===== config.mk =====
export PLATFORM = sky130hd
export DESIGN_NAME = fifo_wr_arbiter
export DESIGN_NICKNAME = d
export VERILOG_FILES = /design/src/rtl/fifo_arb_pkg.sv /design/src/rtl/rr_pick.sv /design/src/rtl/fifo_wr_arbiter.sv
export SDC_FILE = /design/constraint.sdc
export NUM_CORES = 1
export LEC_CHECK = 0
export CAP_MARGIN = 20
export CORE_MARGIN = 2
export CORE_UTILIZATION = 32
export DETAILED_ROUTE_END_ITERATION = 12
export PLACE_DENSITY = 0.87
export SYNTH_ARGS = -nofsm -noshare
export SYNTH_HDL_FRONTEND = slang
export SYNTH_SLANG_ARGS = --single-unit
export TNS_END_PERCENT = 30

===== constraint.sdc =====
create_clock -name ck -period 7 [get_ports ck]
set_input_delay 1.75 -clock ck [delete_from_list [all_inputs] [get_ports ck]]
set_output_delay 1.75 -clock ck [all_outputs]
set_load 0.02 [all_outputs]

===== src/rtl/fifo_arb_pkg.sv =====
// Shared types and sizing helpers for the FIFO write-port arbiter.
package fifo_arb_pkg;

    typedef enum logic {
        ST_IDLE = 1'b0,
        ST_BUSY = 1'b1
    } arb_state_e;

    // Beat counter must reach MAX_BURST-1, so one extra code is kept for headroom.
    function automatic int cnt_width(input int max_burst);
        return $clog2(max_burst + 1);
    endfunction

endpackage


===== src/rtl/rr_pick.sv =====
// Rotating-priority encoder: first eligible request at or above ptr_i, wrapping at NREQ-1.
module rr_pick
    import fifo_arb_pkg::*;
#(
    parameter int NREQ = 4,
    parameter int IW   = $clog2(NREQ)
) (
    input  logic [NREQ-1:0] req_i,
    input  logic [IW-1:0]   ptr_i,
    input  logic [NREQ-1:0] mask_i,
    output logic            hit_o,
    output logic [IW-1:0]   idx_o
);

    logic [NREQ-1:0] elig;

    assign elig = req_i & ~mask_i;

    // Walk offsets from farthest to nearest so the nearest eligible slot wins.
    always_comb begin
        hit_o = 1'b0;
        idx_o = '0;
        for (int k = NREQ - 1; k >= 0; k--) begin
            int j;
            j = int'(ptr_i) + k;
            if (j >= NREQ) begin
                j = j - NREQ;
            end
            if (elig[j]) begin
                hit_o = 1'b1;
                idx_o = IW'(j);
            end
        end
    end

endmodule


===== src/rtl/fifo_wr_arbiter.sv =====
// Round-robin burst arbiter sharing one FIFO write port among NREQ valid/ready producers.
module fifo_wr_arbiter
    import fifo_arb_pkg::*;
#(
    parameter int WIDTH     = 32,
    parameter int NREQ      = 4,
    parameter int MAX_BURST = 16
) (
    input  logic                     ck,
    input  logic                     reset_n,
    input  logic [NREQ-1:0]          req_valid,
    input  logic [NREQ-1:0]          req_last,
    input  logic [NREQ*WIDTH-1:0]    req_data,
    output logic [NREQ-1:0]          req_ready,
    input  logic                     fifo_full,
    output logic                     fifo_write,
    output logic [WIDTH-1:0]         fifo_datain,
    output logic [$clog2(NREQ)-1:0]  grant_id,
    output logic                     busy
);

    localparam int IW = $clog2(NREQ);
    localparam int CW = cnt_width(MAX_BURST);

    arb_state_e      state_q, state_d;
    logic [IW-1:0]   grant_q, grant_d;
    logic [IW-1:0]   rr_ptr_q, rr_ptr_d;
    logic [CW-1:0]   beat_q, beat_d;

    logic [NREQ-1:0] grant_oh;
    logic [WIDTH-1:0] req_word [NREQ];
    logic            in_busy;
    logic            transfer;
    logic            release_now;
    logic [IW-1:0]   next_ptr;
    logic [IW-1:0]   pick_ptr;
    logic [NREQ-1:0] pick_mask;
    logic            pick_hit;
    logic [IW-1:0]   pick_idx;

    genvar gi;
    generate
        for (gi = 0; gi < NREQ; gi++) begin : g_req
            assign grant_oh[gi] = (grant_q == IW'(gi));
            assign req_word[gi] = req_data[gi*WIDTH +: WIDTH];
        end
    endgenerate

    assign in_busy     = (state_q == ST_BUSY);
    assign transfer    = in_busy & req_valid[grant_q] & ~fifo_full;
    assign release_now = transfer & (req_last[grant_q] | (beat_q == CW'(MAX_BURST - 1)));
    assign next_ptr    = (grant_q == IW'(NREQ - 1)) ? '0 : grant_q + 1'b1;

    // One encoder serves both idle arbitration and same-cycle handover on release;
    // on handover the releasing producer is masked so it cannot immediately win again.
    assign pick_ptr  = in_busy ? next_ptr : rr_ptr_q;
    assign pick_mask = in_busy ? grant_oh : '0;

    rr_pick #(
        .NREQ (NREQ),
        .IW   (IW)
    ) u_pick (
        .req_i  (req_valid),
        .ptr_i  (pick_ptr),
        .mask_i (pick_mask),
        .hit_o  (pick_hit),
        .idx_o  (pick_idx)
    );

    always_ff @(posedge ck or negedge reset_n) begin
        if (!reset_n) begin
            state_q  <= ST_IDLE;
            grant_q  <= '0;
            rr_ptr_q <= '0;
            beat_q   <= '0;
        end else begin
            state_q  <= state_d;
            grant_q  <= grant_d;
            rr_ptr_q <= rr_ptr_d;
            beat_q   <= beat_d;
        end
    end

    always_comb begin
        state_d  = state_q;
        grant_d  = grant_q;
        rr_ptr_d = rr_ptr_q;
        beat_d   = beat_q;
        case (state_q)
            ST_IDLE: begin
                if (pick_hit) begin
                    state_d = ST_BUSY;
                    grant_d = pick_idx;
                    beat_d  = '0;
                end
            end
            ST_BUSY: begin
                if (transfer) begin
                    beat_d = beat_q + 1'b1;
                end
                if (release_now) begin
                    rr_ptr_d = next_ptr;
                    beat_d   = '0;
                    if (pick_hit) begin
                        grant_d = pick_idx;
                    end else begin
                        state_d = ST_IDLE;
                    end
                end
            end
            default: state_d = ST_IDLE;
        endcase
    end

    always_comb begin
        busy        = in_busy;
        grant_id    = grant_q;
        req_ready   = (in_busy & ~fifo_full) ? grant_oh : '0;
        fifo_write  = transfer;
        fifo_datain = req_word[grant_q];
    end

endmodule


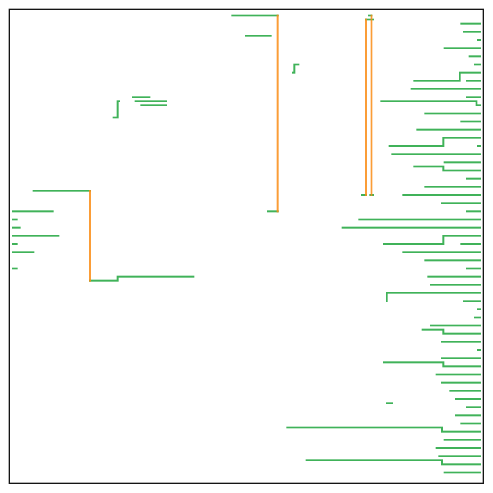
*Signal wires by layer*
(6 px per um) Two of the layers only.
| layer | color | wire length |
|---|---|---|
| M4 | orange | 107 um |
| M3 | green | 543 um |
routed wirelength normalized by instance count: 18.5 um
global-route usage over all layers: 23.5%
total via count after detailed routing: 2094

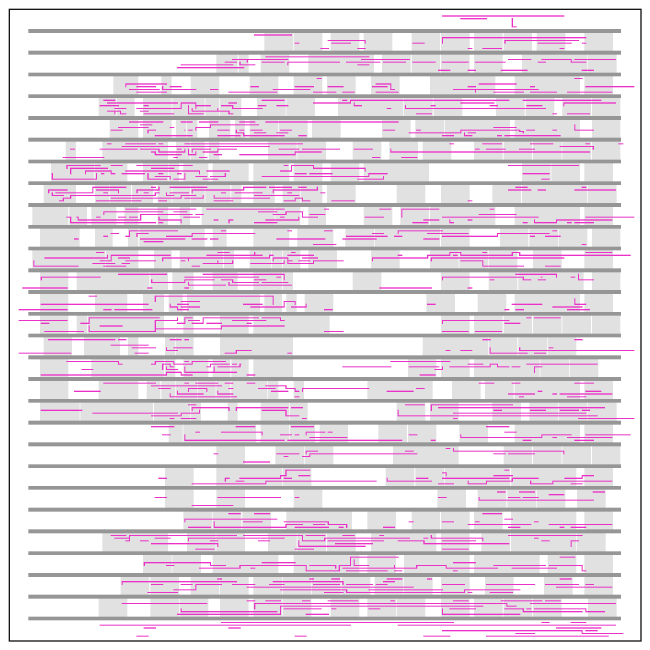
*The metal 1 layer*
(8 px per um) Supply wires on this layer in gray. Cells faint in the background.
longest straight run: 31.5 um
main direction: horizontal
nets with wire on the layer: 410
wire length on this layer: 2890 um
share of all routed wire: 39%
final routed wirelength across all metal layers: 7.37 mm
M1 GR Usage: 29.1%

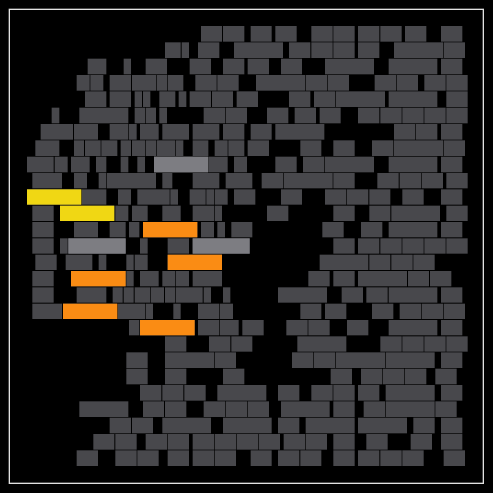
*Where the registers sit*
(6 px per um)
| netlist name | color | flops |
|---|---|---|
| rr_ptr_q | yellow | 2 |
| beat_q | orange | 5 |
not colored: 3

==> results.yml <==
# physical design summary
run_status:
  status: "finished clean"
sta:
  timing.final.hold_violations: 0
  worst_hold_slack_ns: 0.507
  maxSlewHeadroom_pct: 39.7
  fmax_mhz: 190
  final_period_minus_worst_setup_slack_ns: 5.25
  setup_viol: 0
  skew_ns: 0.0102
  rsz_0062_raised_after_global_routing: "no"
  min_period_over_period_pct: 75.1
  final_tally_of_max_slew_violations: 0
floorplan:
  design.die.area_sq_um: 6210
  die.size.y_um: 78.8
  rows: 27
  design.core.area_sq_um: 5440
  floorplan.die.width_um: 78.8
  ios: 179
power_and_ir_drop:
  irDropWorstVdd_uv: 331
  power.switching_mw: 0.578
  power.share.combinational_pct: 82.5
logic_synthesis:
  yosys_warns: 0
  syn_avg_cell_area_sq_um: 11.7
  fp_nets: 299
  synth_cells: 153
  synth_top_flop_cell: "dfrtp_1"
  async_flop_share_pct: 100
layout:
  n_fill_cell: 427
  syn2layout_area_growth_pct: 105
  stdcell_area_sq_um: 3660
drt:
  routed_via_density: 5.26
  drt_iter0_drc: 100
setup_path:
  setup.worst_path.class: "in2out"
  reg2reg_depth: 7
  critPathArrivalTime_ns: 3.50
  critical_path.max_fanout: 5
  cp_cell_sequence: "clkdlybuf4s50_1 > mux2i_1 > mux2i_1 > nand2_1 > inv_1 > clkdlybuf4s50_1"
cts:
  cts_num_sinks: 10
  clock_tree_from_tritoncts: "done"
  maximum_level_of_the_cts_h_tree: 1
  clk_pin_slew_ns: 0.06
  clk_root_buffer_cell: "clkbuf_8"
run:
  maxCapViolCount: 0
worst_hold_path:
  hold_path_depth: 2
grt:
  grt_antenna_before_repair: 0
  first_global_vias: 2112
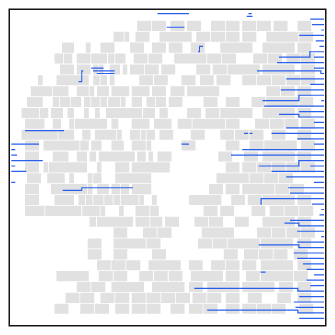
*Met3 routing*
(4 px per um) Cells faint in the background.
share of all routed wire: 7.4%
main direction: horizontal
wire length on this layer: 543 um

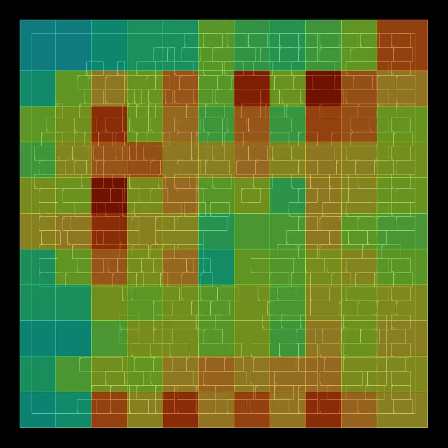
*Congestion heat map*
met3 track utilization from global routing: 4.89%
met2 Usage GRT: 42.4%

## state kept, by name, summed over array words and instances, names as in the netlist
signal	count
beat_q	5
busy	1
grant_id	2
rr_ptr_q	2
## per-layer routing
layer / up-vias / wire, um
li1: 972 / -
met1: 1028 / 2890
met2: 86 / 3830
met3: 8 / 542
met4: 0 / 106
met5: - / 0
## power by group through the flow
| stage | Clock [mW] | Sequential (mW) | Combinational (mW) |
|---|---|---|---|
| 5_1_grt | 0.0789 | 0.160 | 1.15 |
| 2_1_floorplan | 0 | 0.112 | 0.719 |
| 4_1_cts | 0.0766 | 0.153 | 1.08 |
| 6_report | 0.0748 | 0.152 | 1.07 |
| 3_5_place_dp | 0 | 0.154 | 1.07 |
| 3_3_place_gp | 0 | 0.153 | 1.06 |
## critical path: cells and delay by family
kind,cells,cell delay (ns)
AND/OR/NAND/NOR,1,0.13
multiplexers,2,0.42
buffers and inverters,3,1.20
## synth_stat cells (2+ instances only)
| library cell | n | area, sq um |
|---|---|---|
| and2_1 | 4 | 25.0 |
| nor4_1 | 2 | 12.5 |
| a21bo_2 | 2 | 20.0 |
| o21ai_1 | 4 | 20.0 |
| o21ai_0 | 4 | 20.0 |
| nor2b_1 | 2 | 12.5 |
| nand2b_1 | 3 | 18.8 |
| or2_1 | 3 | 18.8 |
| ha_1 | 7 | 87.6 |
| a21boi_1 | 4 | 30.0 |
| dfrtp_1 | 10 | 250 |
| buf_2 | 3 | 15.0 |
| buf_6 | 2 | 22.5 |
| nand2_1 | 14 | 52.6 |
| a21oi_1 | 4 | 20.0 |
| buf_4 | 2 | 15.0 |
| mux2i_1 | 9 | 90.1 |
| mux4_2 | 33 | 743 |
| mux2_1 | 3 | 33.8 |
| clkbuf_1 | 2 | 7.51 |
| nor2_1 | 5 | 18.8 |
| inv_1 | 5 | 18.8 |
## through the flow
step	setup WS [ns]	total power, mW	instances	utilization (%)
2_1_floorplan	2.98	0.832	153	-
3_3_place_gp	1.78	1.21	394	66.3
3_5_place_dp	1.76	1.23	394	66.3
4_1_cts	1.74	1.31	398	67.3
5_1_grt	1.68	1.39	398	67.3
6_report	1.75	1.30	398	67.3
## path summary, 6_finish.rpt
kind,from,to,slack [ns]
worst max-delay path,req_valid[3],fifo_write,1.75
worst min-delay path,beat_q[4],beat_q[4],0.51
worst max register to register,grant_id[1],grant_id[0],4.03
worst min register to register,beat_q[4],beat_q[4],0.51
max in group asynchronous,reset_n,grant_id[1],4.83
min in group asynchronous,reset_n,beat_q[4],1.82
## kinds of logic after synthesis
group,after synthesis,share of synthesized area [%]
muxes,46,49.7
and+or+nand+nor,40,12.0
AOI/OAI and AO/OA,33,14.1
buffers and inverters,16,4.82
DFF,10,14.0
adders and majority gates,7,4.89
xor gates and xnor gates,1,0.490
## final cells by class
class	count	area, sq um	share of cell area, %
Clock buffer	4	55.1	1.50
Inverter	6	22.5	0.615
Multi-Input combinational cell	127	1450	39.7
Sequential cell	10	253	6.90
Tap cell	72	90.1	2.46
Timing Repair Buffer	179	1790	48.9
No activity file was given, so power comes from the tool's default toggle rates.
